Figure 1. Metal layers overlaid.
Only two layers are drawn.
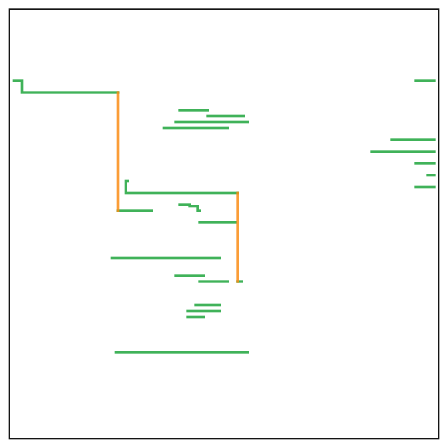
Figure 2. M2 wires.
The bar under the picture is 10 um long.
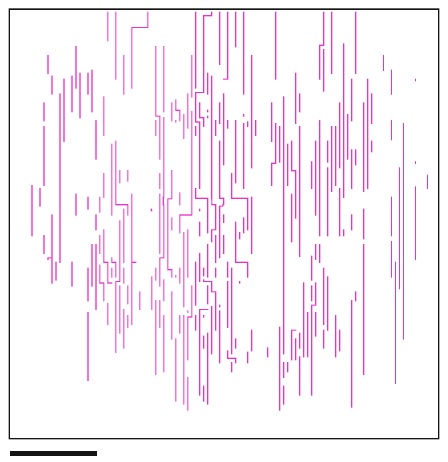
$ cat config.mk
export PLATFORM = sky130hd
export DESIGN_NAME = vot3_session
export DESIGN_NICKNAME = d
export VERILOG_FILES = /design/src/rtl/vot3_session.sv
export SDC_FILE = /design/constraint.sdc
export NUM_CORES = 1
export LEC_CHECK = 0
export CAP_MARGIN = 20
export CORE_MARGIN = 1.5
export CORE_UTILIZATION = 50
export CTS_CLUSTER_DIAMETER = 60
export DETAILED_ROUTE_END_ITERATION = 6
export PLACE_DENSITY_LB_ADDON = 0.25
export SETUP_SLACK_MARGIN = 0.15
export SLEW_MARGIN = 10
export SYNTH_ARGS = -nofsm -noshare
export SYNTH_HDL_FRONTEND = slang
export SYNTH_SLANG_ARGS = --single-unit
$ cat constraint.sdc
create_clock -name clk -period 1.8 [get_ports clk]
set_clock_uncertainty 0.1 [all_clocks]
set_input_delay 0.36 -clock clk [delete_from_list [all_inputs] [get_ports clk]]
set_output_delay 0.36 -clock clk [all_outputs]
set_load 0.02 [all_outputs]
$ cat src/rtl/vot3_session.sv
// Session controller upstream of the vot3 majority voter: opens a session on start,
// records each voter's first vote, then publishes vot3's majority as a registered result.
module vot3_session #(
  parameter int unsigned TIMEOUT_CYC = 1000,
  parameter int unsigned CNT_W       = 10
) (
  input  logic       clk,
  input  logic       rst_n,
  input  logic       start,
  input  logic [2:0] vote_en,
  input  logic [2:0] vote_val,
  output logic       v1,
  output logic       v2,
  output logic       v3,
  input  logic       vot_in,
  output logic [2:0] voted,
  output logic       busy,
  output logic       result,
  output logic       timeout,
  output logic       done
);

  typedef enum logic [1:0] {IDLE, COLLECT, EVAL} state_t;

  localparam logic [CNT_W-1:0] LAST_CNT = CNT_W'(TIMEOUT_CYC - 1);

  state_t           state_q, state_d;
  logic [CNT_W-1:0] cnt_q, cnt_d;
  logic [2:0]       v_q, v_d;
  logic [2:0]       voted_q, voted_d;
  logic             busy_q, busy_d;
  logic             result_q, result_d;
  logic             timeout_q, timeout_d;
  logic             tmo_next_q, tmo_next_d;
  logic             done_q, done_d;
  logic [2:0]       new_votes;

  always_comb begin
    state_d    = state_q;
    cnt_d      = cnt_q;
    v_d        = v_q;
    voted_d    = voted_q;
    busy_d     = busy_q;
    result_d   = result_q;
    timeout_d  = timeout_q;
    tmo_next_d = tmo_next_q;
    done_d     = 1'b0;
    new_votes  = vote_en & ~voted_q;
    case (state_q)
      IDLE: begin
        if (start) begin
          state_d = COLLECT;
          cnt_d   = '0;
          v_d     = '0;
          voted_d = '0;
          busy_d  = 1'b1;
        end
      end
      COLLECT: begin
        cnt_d   = cnt_q + CNT_W'(1);
        v_d     = (v_q & ~new_votes) | (vote_val & new_votes);
        voted_d = voted_q | vote_en;
        // A final vote landing on the timeout cycle wins over the timeout.
        if (&voted_d) begin
          state_d    = EVAL;
          tmo_next_d = 1'b0;
        end else if (cnt_q == LAST_CNT) begin
          state_d    = EVAL;
          tmo_next_d = 1'b1;
        end
      end
      EVAL: begin
        result_d  = vot_in;
        timeout_d = tmo_next_q;
        done_d    = 1'b1;
        busy_d    = 1'b0;
        state_d   = IDLE;
      end
      default: state_d = IDLE;
    endcase
  end

  always_ff @(posedge clk) begin
    if (!rst_n) begin
      state_q    <= IDLE;
      cnt_q      <= '0;
      v_q        <= '0;
      voted_q    <= '0;
      busy_q     <= 1'b0;
      result_q   <= 1'b0;
      timeout_q  <= 1'b0;
      tmo_next_q <= 1'b0;
      done_q     <= 1'b0;
    end else begin
      state_q    <= state_d;
      cnt_q      <= cnt_d;
      v_q        <= v_d;
      voted_q    <= voted_d;
      busy_q     <= busy_d;
      result_q   <= result_d;
      timeout_q  <= timeout_d;
      tmo_next_q <= tmo_next_d;
      done_q     <= done_d;
    end
  end

  assign v1      = v_q[0];
  assign v2      = v_q[1];
  assign v3      = v_q[2];
  assign voted   = voted_q;
  assign busy    = busy_q;
  assign result  = result_q;
  assign timeout = timeout_q;
  assign done    = done_q;

endmodule

==> notes.org <==
#+TITLE: Physical design notes

** Timing
- In the final report, the number of pins over their slew limit comes to 0.
- Final hold violation count :: 0
- Worst slew slack as a fraction of its limit :: 71.3%
- Timing would allow up to 0.650 GHz.
- Slew @ Worst Pin :: 0.424 ns
- Adding up every negative setup slack in the final design gives 0 ns.

** Power
- Sequential cells burn 57.2% of the power.
- Switching component of the power :: 265 uW
- Combinational cell fraction of total power :: 18.8%
- The clock network burns 24.0% of the power.
- Per report_power, the Combinational row totals 182 uW.
- Switching fraction of total power :: 27.4%

** Logic synthesis
- Each instance of the synthesized netlist takes up on average 8.93 um^2.
- Yosys printed 0 warnings.
- Share of synthesized registers carrying an async set or reset :: 0%
- Fraction of post-synthesis cell area in the top cell type by area :: 43.0%
- Summed standard-cell area reported by yosys :: 1070 um^2
- Most used standard cells in the synthesized netlist :: sky130_fd_sc_hd__dfxtp_1 (23), sky130_fd_sc_hd__nand2_1 (14), sky130_fd_sc_hd__a21oi_1 (12)

** Drt
- For this run, the detailed router reports a per-instance via density of 5.89.
- TritonRoute reported its final design rule violation total as 0.

** Status
- Result of the run :: finished clean

** Critical path
- OpenSTA lists the critical path endpoint as cnt_q[8]$_SDFFE_PN0P_.
- STA reports a reg2reg setup slack of 0.26 ns.
- For the worst flop-to-flop path, the logic depth is 4.
- Largest driver fanout on the critical path :: 5
- Number of buffer and inverter instances along the worst setup path :: 0

** Finish
- The final layout contains 154 nets.
- Leaving out fill and tap cells, the most frequent cell in the layout is sky130_fd_sc_hd__dfxtp_1.

** Global route
- The first global-routing pass estimated 4.03 mm of wire.
- Met3 Resource Use GR :: 5.21%
- In the global route stage, met1 resource usage came out at 26.0%.

** Floorplan
- At the floorplan stage, the core utilization is reported as 54.0%.
- Measured along the x axis, the die boundary spans 49.3 um.
- Std cell rows :: 16

** Place
- DPL Wire Length :: 1.74 mm

** Clock tree
- In this run the number of H-tree levels came out at 1.

** Worst hold path
- Number of stages on the worst hold path :: 2
Back to the opening pictures, Figure 1:
legend:
  M3:
    color: green
    wire_length: 124 um
  M4:
    color: orange
    wire_length: 23.8 um
global-route usage over all layers: 21.3%
average wire per standard cell: 13.9 um

Back to the opening pictures, Figure 2:
share of all routed wire: 48%
nets with wire on the layer: 139
total vias in the final route: 995
DRT Wirelength: 2.35 mm
GR met2 Demand/Resource: 36.7%

-- sequential cells by signal, indices dropped and copies added, names as in the netlist --
name	flops
tmo_next_q	1
state_q	2
cnt_q	10
voted	3
done	1
v_q	3
result	1
timeout	1
busy	1
-- cell type report --
class                      count  area (um^2)
fill                         171          664
clock buffer                   4         26.3
sequential                    23          462
timing repair buffer          24          215
inverter                       3         11.3
multi-input combinational     88          569
tap                           27         33.8
-- layer usage --
metal	wire [um]	part of all wire (%)	vias to the layer above
met5	0	0	-
met4	23	0.98	0
met3	123	5.2	4
met2	1140	48	38
met1	1070	45	462
li1	-	-	491
-- per-stage QoR --
step                cells  area, um^2
floorplan             120        1070
global placement      165        1290
detailed placement    165        1290
CTS                   169        1300
global route          169        1320
finish                169        1320
Power figures rest on the tool's default switching activity, not on a simulated workload.
